### Metal layers overlaid, run 1

Scale: 3 px per um. Only two layers are drawn.
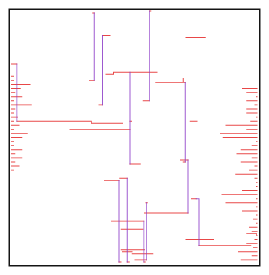
### Pin map, run 1

Scale: 4 px per um. Pins as bars across the die edge, other pins in grey.
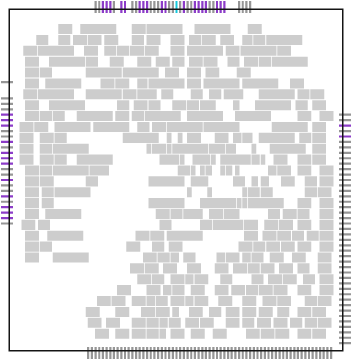
### Gate-type map, run 1

Scale: 4 px per um.
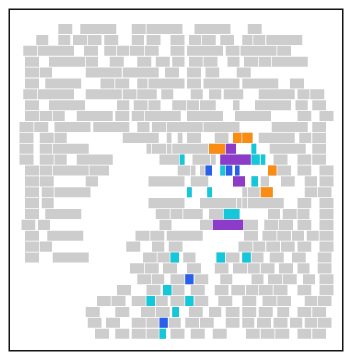
### Clock routing, run 1

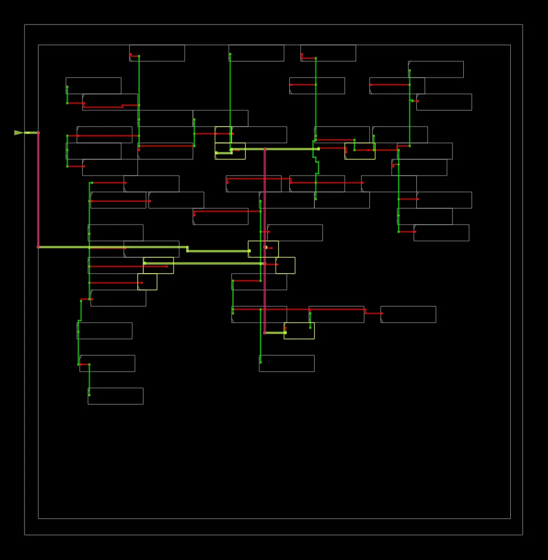
==> src/rtl/inst_rom_arbiter_pkg.sv <==
// ---------------------------------------------------------------------------
// inst_rom_arbiter_pkg
// Shared constants for the instruction-ROM arbiter: FSM state encodings,
// requester ids, default bus widths and a saturating counter helper.
// ---------------------------------------------------------------------------
package inst_rom_arbiter_pkg;

    // FSM state encodings
    localparam logic [0:0] ArbStIf  = 1'b0;
    localparam logic [0:0] ArbStDbg = 1'b1;

    // Requester ids (also the encoding of the round-robin last-winner flag)
    localparam logic ArbIdIf  = 1'b0;
    localparam logic ArbIdDbg = 1'b1;

    // Default instruction bus geometry
    localparam int InstAddrBus    = 32;
    localparam int InstBus        = 32;
    localparam int InstMemNumLog2 = 17;

    // Width of the DBG starvation counter (MAX_WAIT is limited to 1..255)
    localparam int WaitCntW = 8;

    // Increment that sticks at the given ceiling
    function automatic logic [WaitCntW-1:0] sat_inc(input logic [WaitCntW-1:0] cnt,
                                                    input logic [WaitCntW-1:0] ceil);
        return (cnt >= ceil) ? ceil : cnt + 1'b1;
    endfunction

endpackage

==> src/rtl/inst_arb_addr_chk.sv <==
// ---------------------------------------------------------------------------
// inst_arb_addr_chk
// Combinational legality check of a requester byte address.
//   i_addr : byte address presented by a requester
//   o_bad  : 1 when the address is misaligned (addr[1:0] != 0) or any bit
//            above the ROM word-address field [MEM_LOG2+1:2] is set
// ---------------------------------------------------------------------------
module inst_arb_addr_chk
    import inst_rom_arbiter_pkg::*;
#(
    parameter int ADDR_W   = InstAddrBus,
    parameter int MEM_LOG2 = InstMemNumLog2
) (
    input  logic [ADDR_W-1:0] i_addr,
    output logic              o_bad
);

    localparam int HiLsb = MEM_LOG2 + 2;

    logic w_misaligned;
    logic w_out_of_range;

    assign w_misaligned = |i_addr[1:0];

    // When the ROM spans the whole address space there is nothing above it.
    generate
        if (HiLsb < ADDR_W) begin : g_range
            assign w_out_of_range = |i_addr[ADDR_W-1:HiLsb];
        end else begin : g_full
            assign w_out_of_range = 1'b0;
        end
    endgenerate

    assign o_bad = w_misaligned | w_out_of_range;

endmodule

==> src/rtl/inst_rom_arbiter.sv <==
// ---------------------------------------------------------------------------
// inst_rom_arbiter
// Shares the instruction ROM read port between the fetch stage (IF) and the
// debug/boot-inspection port (DBG). The winner's address is driven onto the
// ROM in the grant cycle; ROM data is registered, giving 1-cycle latency.
//
// Ports:
//   clk, rst                      clock; asynchronous active-low reset
//   if_req/if_addr                fetch request and byte address
//   if_gnt/if_rvalid/if_err       fetch grant (comb), response valid, error
//   dbg_req/dbg_lock/dbg_addr     debug request, burst lock, byte address
//   dbg_gnt/dbg_rvalid/dbg_err    debug grant (comb), response valid, error
//   rdata                         shared response data register
//   rom_ce/rom_addr/rom_inst      ROM chip enable, address (comb), read data
//   stallreq_if                   fetch blocked, to pipeline controller
//
// Build option INST_ARB_RR_EN: round-robin between IF and DBG in S_IF
// instead of fixed IF priority with a DBG starvation guard.
// ---------------------------------------------------------------------------
module inst_rom_arbiter
    import inst_rom_arbiter_pkg::*;
#(
    parameter int ADDR_W   = InstAddrBus,
    parameter int DATA_W   = InstBus,
    parameter int MEM_LOG2 = InstMemNumLog2,
    parameter int MAX_WAIT = 8
) (
    input  logic              clk,
    input  logic              rst,
    input  logic              if_req,
    input  logic [ADDR_W-1:0] if_addr,
    output logic              if_gnt,
    output logic              if_rvalid,
    output logic              if_err,
    input  logic              dbg_req,
    input  logic              dbg_lock,
    input  logic [ADDR_W-1:0] dbg_addr,
    output logic              dbg_gnt,
    output logic              dbg_rvalid,
    output logic              dbg_err,
    output logic [DATA_W-1:0] rdata,
    output logic              rom_ce,
    output logic [ADDR_W-1:0] rom_addr,
    input  logic [DATA_W-1:0] rom_inst,
    output logic              stallreq_if
);

    logic              w_if_bad;
    logic              w_dbg_bad;
    logic              w_if_gnt;
    logic              w_dbg_gnt;
    logic              w_sel_bad;
    logic [0:0]        w_state_nxt;
    logic [0:0]        r_state;
    logic              r_if_rvalid;
    logic              r_dbg_rvalid;
    logic              r_if_err;
    logic              r_dbg_err;
    logic [DATA_W-1:0] r_rdata;

    inst_arb_addr_chk #(.ADDR_W(ADDR_W), .MEM_LOG2(MEM_LOG2)) u_if_chk (
        .i_addr (if_addr),
        .o_bad  (w_if_bad)
    );

    inst_arb_addr_chk #(.ADDR_W(ADDR_W), .MEM_LOG2(MEM_LOG2)) u_dbg_chk (
        .i_addr (dbg_addr),
        .o_bad  (w_dbg_bad)
    );

`ifdef INST_ARB_RR_EN
    logic r_last_winner;
`else
    localparam logic [WaitCntW-1:0] MaxWaitC = WaitCntW'(MAX_WAIT);
    logic [WaitCntW-1:0] r_wait_cnt;
    logic                w_force_dbg;

    assign w_force_dbg = (r_wait_cnt == MaxWaitC);
`endif

    // Grant decision
    always_comb begin
        w_if_gnt  = 1'b0;
        w_dbg_gnt = 1'b0;
        if (r_state == ArbStDbg) begin
            w_dbg_gnt = dbg_req;
        end else begin
`ifdef INST_ARB_RR_EN
            // On conflict, the requester that did not win last time goes.
            w_if_gnt  = if_req  && (!dbg_req || (r_last_winner == ArbIdDbg));
            w_dbg_gnt = dbg_req && (!if_req  || (r_last_winner == ArbIdIf));
`else
            w_if_gnt  = if_req  && !w_force_dbg;
            w_dbg_gnt = dbg_req && (!if_req || w_force_dbg);
`endif
        end
    end

    always_comb begin
        w_state_nxt = r_state;
        if (r_state == ArbStDbg) begin
            if (!dbg_req || !dbg_lock) w_state_nxt = ArbStIf;
        end else if (w_dbg_gnt && dbg_lock) begin
            w_state_nxt = ArbStDbg;
        end
    end

    assign w_sel_bad = w_if_gnt ? w_if_bad : w_dbg_bad;

    // Combinational outputs are forced low while reset is held.
    assign if_gnt      = rst & w_if_gnt;
    assign dbg_gnt     = rst & w_dbg_gnt;
    assign stallreq_if = rst & if_req & ~w_if_gnt;
    assign rom_ce      = rst & ((w_if_gnt & ~w_if_bad) | (w_dbg_gnt & ~w_dbg_bad));

    always_comb begin
        rom_addr = '0;
        if (rst) begin
            if (w_if_gnt)       rom_addr = if_addr;
            else if (w_dbg_gnt) rom_addr = dbg_addr;
        end
    end

    always_ff @(posedge clk or negedge rst) begin
        if (!rst) begin
            r_state      <= ArbStIf;
            r_if_rvalid  <= 1'b0;
            r_dbg_rvalid <= 1'b0;
            r_if_err     <= 1'b0;
            r_dbg_err    <= 1'b0;
            r_rdata      <= '0;
        end else begin
            r_state      <= w_state_nxt;
            r_if_rvalid  <= w_if_gnt;
            r_dbg_rvalid <= w_dbg_gnt;
            r_if_err     <= w_if_gnt & w_if_bad;
            r_dbg_err    <= w_dbg_gnt & w_dbg_bad;
            // A rejected access returns zero data; idle cycles hold rdata.
            if (w_if_gnt || w_dbg_gnt) begin
                r_rdata <= w_sel_bad ? '0 : rom_inst;
            end
        end
    end

`ifdef INST_ARB_RR_EN
    always_ff @(posedge clk or negedge rst) begin
        if (!rst) begin
            r_last_winner <= ArbIdIf;
        end else if (w_if_gnt || w_dbg_gnt) begin
            r_last_winner <= w_dbg_gnt ? ArbIdDbg : ArbIdIf;
        end
    end
`else
    // DBG starvation counter
    always_ff @(posedge clk or negedge rst) begin
        if (!rst) begin
            r_wait_cnt <= '0;
        end else if (w_dbg_gnt || !dbg_req) begin
            r_wait_cnt <= '0;
        end else begin
            r_wait_cnt <= sat_inc(r_wait_cnt, MaxWaitC);
        end
    end
`endif

    assign if_rvalid  = r_if_rvalid;
    assign dbg_rvalid = r_dbg_rvalid;
    assign if_err     = r_if_err;
    assign dbg_err    = r_dbg_err;
    assign rdata      = r_rdata;

endmodule

==> config.mk <==
export PLATFORM = sky130hd
export DESIGN_NAME = inst_rom_arbiter
export DESIGN_NICKNAME = d
export VERILOG_FILES = /design/src/rtl/inst_rom_arbiter_pkg.sv /design/src/rtl/inst_arb_addr_chk.sv /design/src/rtl/inst_rom_arbiter.sv
export SDC_FILE = /design/constraint.sdc
export NUM_CORES = 1
export LEC_CHECK = 0
export CAP_MARGIN = 10
export CORE_AREA = 2 2 81 83
export CTS_CLUSTER_DIAMETER = 30
export DETAILED_ROUTE_END_ITERATION = 8
export DIE_AREA = 0 0 83 85
export GPL_ROUTABILITY_DRIVEN = 0
export PLACE_DENSITY = 0.95
export SLEW_MARGIN = 20
export SYNTH_ARGS = -nofsm -noshare
export SYNTH_HDL_FRONTEND = slang
export SYNTH_HIERARCHICAL = 1
export SYNTH_SLANG_ARGS = --single-unit
==> constraint.sdc <==
create_clock -name clk -period 6.8 [get_ports clk]
set_clock_uncertainty 0.15 [all_clocks]
set_input_delay 0.68 -clock clk [delete_from_list [all_inputs] [get_ports clk]]
set_output_delay 0.68 -clock clk [all_outputs]
set_load 0.03 [all_outputs]
==> run summary, run 1 <==
Outcome -> finished, final reports clean
Cell Pwr Density -> 153.2 nW/um2
Setup violations, final -> 0
Post-CTS resize count -> 0
GR Overflow Total -> 0
CTS Hold Bufs -> 0
Largest net degree at the start of global routing -> 49
Gate Area -> 835.8 um2
Routed wire per std cell -> 17.52 um
Relative slew slack -> 51.57%
Worst reg-to-reg path cell count -> 6
Fp_density -> 33.60%
1st-pass router iterations -> 4
Tool Warnings -> 27
Top fanout value on the critical path -> 34
Pre-CTS setup slack -> 2642 ps
P_leak -> 1.651 nW
Post-synthesis adder-cell area fraction -> 1.200%
XOR Share, Synth -> 0.4202%
Top area cell types -> dfrtp_1, a22o_1, buf_6
Cell Type Count -> 22
Critical Path End Type -> primary output
CTS tree -> yes
Synthesis area per yosys -> 2084 um2
Max-area cell share -> 54.02%
Nature of the critical path startpoint -> flop
Max Cap Viol -> 0
# port buffers -> 172
Final Max Tran Viols -> 0
Met3 usage -> 5.350%
Mapped Cells -> 166
Ys Warns -> 6
DRC viols -> 0
Pin slew with the least headroom to its limit -> 724.7 ps
Area of the core -> 6205 um2
FILL cells -> 514
Total Power -> 0.6000 mW
Biggest area consumer among synthesized cells -> dfrtp_1
Starting DRT DRC Count -> 105
Post-DP Area -> 3821 um2
Clk pin slew, worst setup/hold paths -> 90 ps
GR Util met2 -> 35.26%
Clock Path Buffers -> 2
Setup tns final -> 0 ps
DPL Wire Length -> 5659 um
Reg area -> 1126 um2
Ant. Diodes -> 0
-- 'Metal layers overlaid' (at the start) --
Key: purple = metal 4 [wire length 274 um]; red = metal 3 [wire length 407 um]
GRT Overall Usage: 20.10%
WL final: 7252 um
vias: 2129

-- 'Pin map' (at the start) --
Key: cyan = dbg_lock [pins 1, direction input, edge top]; purple = rom_inst [pins 32, direction input, edge 18 top, 12 left, 2 right]
die height: 85 um
die width: 83 um

-- 'Gate-type map' (at the start) --
Key: purple = inverting AOI/OAI gates [cells 4, most used o31ai_4]; blue = NAND gates [cells 5, where centre]; orange = AND and OR gates [cells 5, most used and3_1]; cyan = NOR gates [cells 17]

-- 'Clock routing' (at the start) --
clock-net power: 0.169 mW
clock buf count: 5
clk ins delay skew pair: 300 ps
flip-flops: 45

run 1: Yosys cell counts:
cell and instances:
nor4_1 6, nand3_1 2, inv_1 6, o31ai_4 2, conb_1 1, a211oi_1 1, or4_4 1, nor2b_1 1
and3_1 3, a22o_1 65, dfrtp_1 45, inv_4 1, and2_4 1, buf_6 7, nand2_1 1, nand4_1 2
nor2_1 7, nor3_1 3, buf_2 7, ha_1 2, o311ai_1 1, xnor2_1 1
run 1: final cells by class:
type                       count  share of cell area, %
clock buffer                   5                  1.757
clock inverter                 3                 0.6390
inverter                       7                 0.7348
multi-input combinational    103                  21.34
sequential                    45                  28.75
tap                           77                  2.460
timing repair buffer         174                  44.31
run 1: routing by layer:
layer | up-vias | wire (um)
li1 | 986 | -
met1 | 1008 | 2795
met2 | 109 | 3777
met3 | 26 | 406
met4 | 0 | 273
met5 | - | 0
run 1: report_power, final:
group	switching [mW]	internal (mW)	leakage, nW
clock	0.0952	0.0742	0.0447
sequential	0.00107	0.271	0.612
combinational	0.0715	0.0873	0.995
total	0.168	0.432	1.65
run 1: kinds of logic (layout without fill, tap and decap cells):
kind of cell,Yosys count,after routing
AND-OR/OR-AND,69,69
XOR/XNOR,1,1
adder cells (fa/ha/maj),2,2
buffers and inverters,21,189
flip-flops,45,45
other,1,4
AND/OR/NAND/NOR,27,27
run 1: layout by cell type (no fill, tap or decap), types with 2 or more instances in the layout:
master	instances
clkdlybuf4s50_1	171
a22o_1	65
dfrtp_1	45
inv_1	6
nor2_1	6
nor4_1	6
clkbuf_8	5
conb_1	4
nor3_1	3
o31ai_4	2
nand3_1	2
and3_1	2
ha_1	2
nand4_1	2
run 1: final timing paths:
path | slack (ps) | startpoint | to
min in group clk | 350 | rdata[22] | rdata[22]
hold reg to reg | 350 | rdata[22] | rdata[22]
setup reg to reg | 4200 | r_wait_cnt[6] | rdata[23]
max in group asynchronous | 5800 | rst | rdata[24]
setup / recovery | 2800 | r_wait_cnt[6] | rom_addr[30]
hold / removal | 310 | rst | rdata[3]
run 1: registers in the layout (all words and copies together), names as in the netlist:
register and cells:
dbg_rvalid 1, r_state 1, dbg_err 1, if_err 1, if_rvalid 1, rdata 32, r_wait_cnt 8
run 1: critical path, cell delays in order, from the launching register on:
cell	delay (ps)
dfrtp_1	370
or4_4	560
o31ai_4	370
and3_2	640
a22o_1	230
clkdlybuf4s50_1	690
run 1: metrics by stage:
step	cells	util [%]	hold WS (ps)
global placement	405	61.32	321.9
floorplan	169	-	234.4
CTS	414	63.10	330.4
finish	414	63.12	309.8
detailed placement	406	61.59	334.5
global route	414	63.12	352.7
==> inputs of run 2 (changes only) <==
--- a/config.mk
+++ b/config.mk
@@ -6,12 +6,12 @@
 export NUM_CORES = 1
 export LEC_CHECK = 0
 export CAP_MARGIN = 10
-export CORE_AREA = 2 2 81 83
+export CORE_AREA = 2 2 88 90
 export CTS_CLUSTER_DIAMETER = 30
 export DETAILED_ROUTE_END_ITERATION = 8
-export DIE_AREA = 0 0 83 85
+export DIE_AREA = 0 0 90 92
 export GPL_ROUTABILITY_DRIVEN = 0
-export PLACE_DENSITY = 0.95
+export PLACE_DENSITY = 0.87
 export SLEW_MARGIN = 20
 export SYNTH_ARGS = -nofsm -noshare
 export SYNTH_HDL_FRONTEND = slang
==> constraint.sdc (replaced) <==
create_clock -name clk -period 3.4 [get_ports clk]
set_clock_uncertainty 0.15 [all_clocks]
set_input_delay 0.34 -clock clk [delete_from_list [all_inputs] [get_ports clk]]
set_output_delay 0.34 -clock clk [all_outputs]
set_load 0.03 [all_outputs]
### Clock routing, run 2

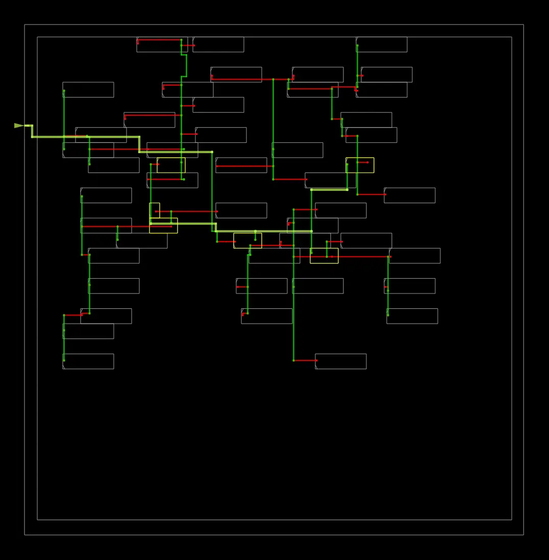
clock-net power: 0.294 mW
clk sinks: 45
CTS Buf Count: 5

==> run 2 against run 1 <==
Cell count increased by 6.5%. Routed wire length shrank 4.0%. Utilization decreased by 11 points. Largest cell class unchanged. Total power rose by 92%. Highest routed layer unchanged. Synthesized cell count is the same.
==> run summary, run 2 <==
Setup violations, final -> 0 (unchanged)
Routed wire per std cell -> 15.79 um (-9.9%)
Worst r2r src -> r_wait_cnt[6]
Commonest flop -> dfrtp_1
CTS tree -> yes
EDFF count, synth -> 0 (unchanged)
DPL Wire Length -> 5480 um (-3.2%)
Pin slew with the least headroom to its limit -> 793.9 ps (+69.19 ps)
Critical Path End Type -> primary output
Max Cap Viol -> 0 (unchanged)
Setup tns final -> 0 ps (unchanged)
1st-pass router iterations -> 4 (unchanged)
GR Overflow Total -> 0 (unchanged)
Final Non-Filler Cells -> 441 (+6.5%)
Nature of the critical path startpoint -> flop
Ys Warns -> 6 (unchanged)
Largest net degree at the start of global routing -> 40 (-18%)
Max reg flops -> 32 (unchanged)
Outcome -> finished, final reports clean
CP max stage cell -> or4_4
Relative slew slack -> 47.07% (-4.5 points)
P_leak -> 1.723 nW (+4.3%)
Clk ins delay skew pair -> 280 ps (-20 ps)
Synthesis area per yosys -> 2084 um2 (unchanged)
Cell Type Count -> 22 (unchanged)
Top-count cell post-synth -> a22o_1
CP cell instances -> or4_4 > o31ai_4 > inv_4 > and2_4 > buf_4 > a22o_1 > buf_4
DRC viols -> 0 (unchanged)
Cell Pwr Density -> 297.1 nW/um2 (+94%)
Tool Warnings -> 27 (unchanged)
Top fanout value on the critical path -> 22 (-35%)
Flop2flop setup slack -> 670 ps (-3530 ps)
# placed instances -> 434 (+6.9%)
Biggest area consumer among synthesized cells -> dfrtp_1
Clk pin slew, worst setup/hold paths -> 80 ps (about the same)
Reg2reg end -> rdata[27]
Top cells excl fill/tap -> clkdlybuf4s50_1, a22o_1, dfrtp_1, buf_4
Ant. Diodes -> 0 (unchanged)
Vias -> 2113 (-0.75%)
Max-area cell share -> 54.02% (unchanged)
Most numerous logic cell after layout -> clkdlybuf4s50_1
Area of the core -> 7447 um2 (+20%)
WL final -> 6964 um (-4.0%)
Critical Path Max Stage Delay -> 570 ps (-120 ps)
Post-layout util -> 51.95% (-11 points)
### Pin map, run 2

Scale: 4 px per um. Pins as bars across the die edge, other pins in grey.
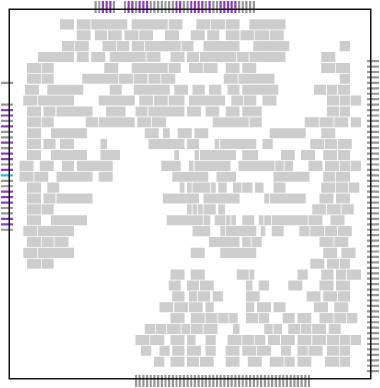
Key: purple = rom_inst [pins 32, direction input, edge 20 top, 12 left]; cyan = dbg_lock [pins 1, direction input, edge left]
die width: 90 um
# port buffers: 172
die height: 92 um

run 2: cell types whose count changed in the layout (fill, tap and decap cells not counted), sizes merged:
cell           delta
buf              +37
clkinvlp          -1
inv               -1
dlygate4sd3       +1
clkdlybuf4s50    -34
run 2: timing repair:
item | 4_1_cts | 5_1_grt
hold buffers | 1 | 0
setup buffers | 0 | 0
hold endpoints to repair | 6 | 0
run 2: area by class of cell:
type	instances	share of cell area [%]
well taps	102	3.299
clock inverters	1	0.1294
clock buffers	5	1.779
inverters	7	0.7439
multi-input cells	103	21.44
repair buffers	178	43.50
flip-flops and latches	45	29.11
run 2: worst max-delay path by stage:
stage | end | slack, ps | cells past startpoint
5_1_grt | rom_addr[30] | 180 | 7
3_5_place_dp | if_gnt | 490 | 6
2_1_floorplan | rom_addr[22] | 740 | 6
4_1_cts | rom_addr[22] | 310 | 7
6_report | rom_addr[22] | 320 | 7
3_3_place_gp | rdata[26] | 470 | 5
run 2: cell families after synthesis:
group,after synthesis,share of synthesized area (%)
compound gates,69,30.13
xor+xnor,1,0.4202
fa+ha+maj,2,1.200
buf+inv,21,6.843
flops,45,54.02
other cells,1,0.1799
simple gates,27,7.203
run 2: metal layers:
metal	up-vias	track usage, %	routed length (um)
li1	989	-	-
met2	110	29.32	3675
met3	12	5.916	543
met4	0	5.385	152
met5	-	0	0
met1	1002	17.91	2593
run 2: metrics by stage:
| stage | hold slack [ps] | worst slack, ps |
|---|---|---|
| 3_5_place_dp | 54.04 | 493.0 |
| 4_1_cts | 300.8 | 306.3 |
| 6_report | 273.7 | 316.1 |
| 5_1_grt | 273.3 | 178.2 |
| 2_1_floorplan | -105.6 | 741.7 |
| 3_3_place_gp | 51.02 | 468.5 |
run 2: report_power, final:
group	switching (mW)	total, mW	leakage, nW	internal [mW]
Clock	0.159	0.294	0.0399	0.135
Sequential	0.00212	0.544	0.612	0.542
Combinational	0.144	0.311	1.07	0.167
Total	0.305	1.15	1.72	0.844
==> inputs of run 3 (changes only) <==
--- a/config.mk
+++ b/config.mk
@@ -5,7 +5,7 @@
 export SDC_FILE = /design/constraint.sdc
 export NUM_CORES = 1
 export LEC_CHECK = 0
-export CAP_MARGIN = 10
+export CAP_MARGIN = 20
 export CORE_AREA = 2 2 88 90
 export CTS_CLUSTER_DIAMETER = 30
 export DETAILED_ROUTE_END_ITERATION = 8
### Pin map, run 3

Scale: 4 px per um. Pins as bars across the die edge, other pins in grey.
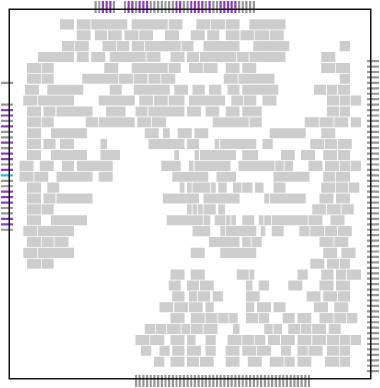
Key: cyan = dbg_lock [pins 1, direction input, edge left]; purple = rom_inst [pins 32, direction input, edge 20 top, 12 left]
All pins by edge: 58 right, 48 bottom, 42 top, 25 left.

==> run 3 against run 2 <==
Worst hold slack unchanged. Sequential share of layout area unchanged. Utilization unchanged. Combinational power about the same.
==> run summary, run 3 <==
Ant. Diodes -> 0 (unchanged)
# placed instances -> 434 (unchanged)
Nature of the critical path startpoint -> flop
Die height -> 92 um (unchanged)
Final Non-Filler Cells -> 441 (unchanged)
Most numerous logic cell after layout -> clkdlybuf4s50_1
Top-count cell post-synth -> a22o_1
Die width -> 90 um (unchanged)
Largest net degree at the start of global routing -> 40 (unchanged)
CTS tree -> yes
Cell Type Count -> 22 (unchanged)
Pre-CTS setup slack -> 493.0 ps (unchanged)
Critical Path End Type -> primary output
Post-layout util -> 51.95% (unchanged)
Setup ws final -> 316.1 ps (unchanged)
Met3 usage -> 5.916% (unchanged)
Max-area cell share -> 54.02% (unchanged)
GR Util met2 -> 29.32% (unchanged)
Setup tns final -> 0 ps (unchanged)
Routed wire per std cell -> 15.79 um (unchanged)
Top fanout value on the critical path -> 22 (unchanged)
1st-pass router iterations -> 4 (unchanged)
GR Overflow Total -> 0 (unchanged)
Max Cap Viol -> 0 (unchanged)
Outcome -> finished, final reports clean
Clk pin slew, worst setup/hold paths -> 80 ps (about the same)
Final worst path period share -> 90.70%
DRC viols -> 0 (unchanged)
Commonest flop -> dfrtp_1
Synthesis area per yosys -> 2084 um2 (unchanged)
DPL Wire Length -> 5480 um (unchanged)
Top cells excl fill/tap -> clkdlybuf4s50_1, a22o_1, dfrtp_1, buf_4
Hold slack -> 273.7 ps (unchanged)
Tool Warnings -> 27 (unchanged)
# port buffers -> 172 (unchanged)
P_leak -> 1.723 nW (unchanged)
Clk sinks -> 45 (unchanged)
Most Crowded Layer GR -> met2
Setup violations, final -> 0 (unchanged)
Global-route met1 utilization -> 17.91% (unchanged)
CTS Buf Count -> 5 (unchanged)
Max reg flops -> 32 (unchanged)
### Clock network drawn from the DEF, run 3

Scale: 4 px per um.
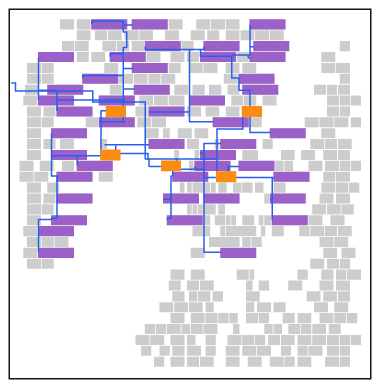
Key: blue = clock wires [length 495 um]; purple = flip-flops [count 45]; orange = clock drivers [count 5]
There are 6 routed clock nets.
clk ins delay skew pair: 280 ps
Clock power frac: 25.6%

==> run 3: cell counts after synthesis <==
Identical to the previous run, type by type.
==> run 3: kinds of logic after synthesis <==
group                      share of synthesized area, %
DFF                                               54.02
AOI/OAI and AO/OA                                 30.13
other                                            0.1799
and+or+nand+nor                                   7.203
buffers and inverters                             6.843
xor gates and xnor gates                         0.4202
adders and majority gates                         1.200
==> run 3: routing by layer <==
| metal | wire length (um) | vias to the layer above |
|---|---|---|
| met4 | 152 | 0 |
| li1 | - | 989 |
| met2 | 3675 | 110 |
| met3 | 543 | 12 |
| met5 | 0 | - |
| met1 | 2593 | 1002 |
==> run 3: power breakdown <==
| part | internal [mW] | total [mW] | switching (mW) |
|---|---|---|---|
| registers | 0.542 | 0.544 | 0.00212 |
| logic | 0.167 | 0.311 | 0.144 |
| clock network | 0.135 | 0.294 | 0.159 |
==> run 3: worst paths after layout <==
check                                end  cells after the start  slack (ps)          start
min                              dbg_err                      2         270            rst
min in group clk           r_wait_cnt[0]                      1         340  r_wait_cnt[0]
max                         rom_addr[22]                      7         320  r_wait_cnt[6]
min reg2reg                r_wait_cnt[0]                      1         340  r_wait_cnt[0]
max reg2reg                    rdata[27]                      6         670  r_wait_cnt[6]
max in group asynchronous      rdata[28]                      3        2090            rst
==> run 3: worst max-delay path, cell delays in order, from the launching register on <==
cell and delay, ps:
dfrtp_1 360, or4_4 570, o31ai_4 400, inv_4 100, and2_4 220, buf_4 220, a22o_1 260, buf_4 170
==> run 3: timing repair <==
| item | 4_1_cts | 5_1_grt |
|---|---|---|
| setup buffers | 0 | 0 |
| hold buffers | 1 | 0 |
| hold endpoints to repair | 6 | 0 |
==> run 3: layout make-up <==
class	count	area, um2
Multi-Input combinational cell	103	829.5
Tap cell	102	127.6
Fill cell	661	3578
Clock buffer	5	68.82
Timing Repair Buffer	178	1683
Clock inverter	1	5.005
Inverter	7	28.78
Sequential cell	45	1126
Power and IR drop assume default switching activity.
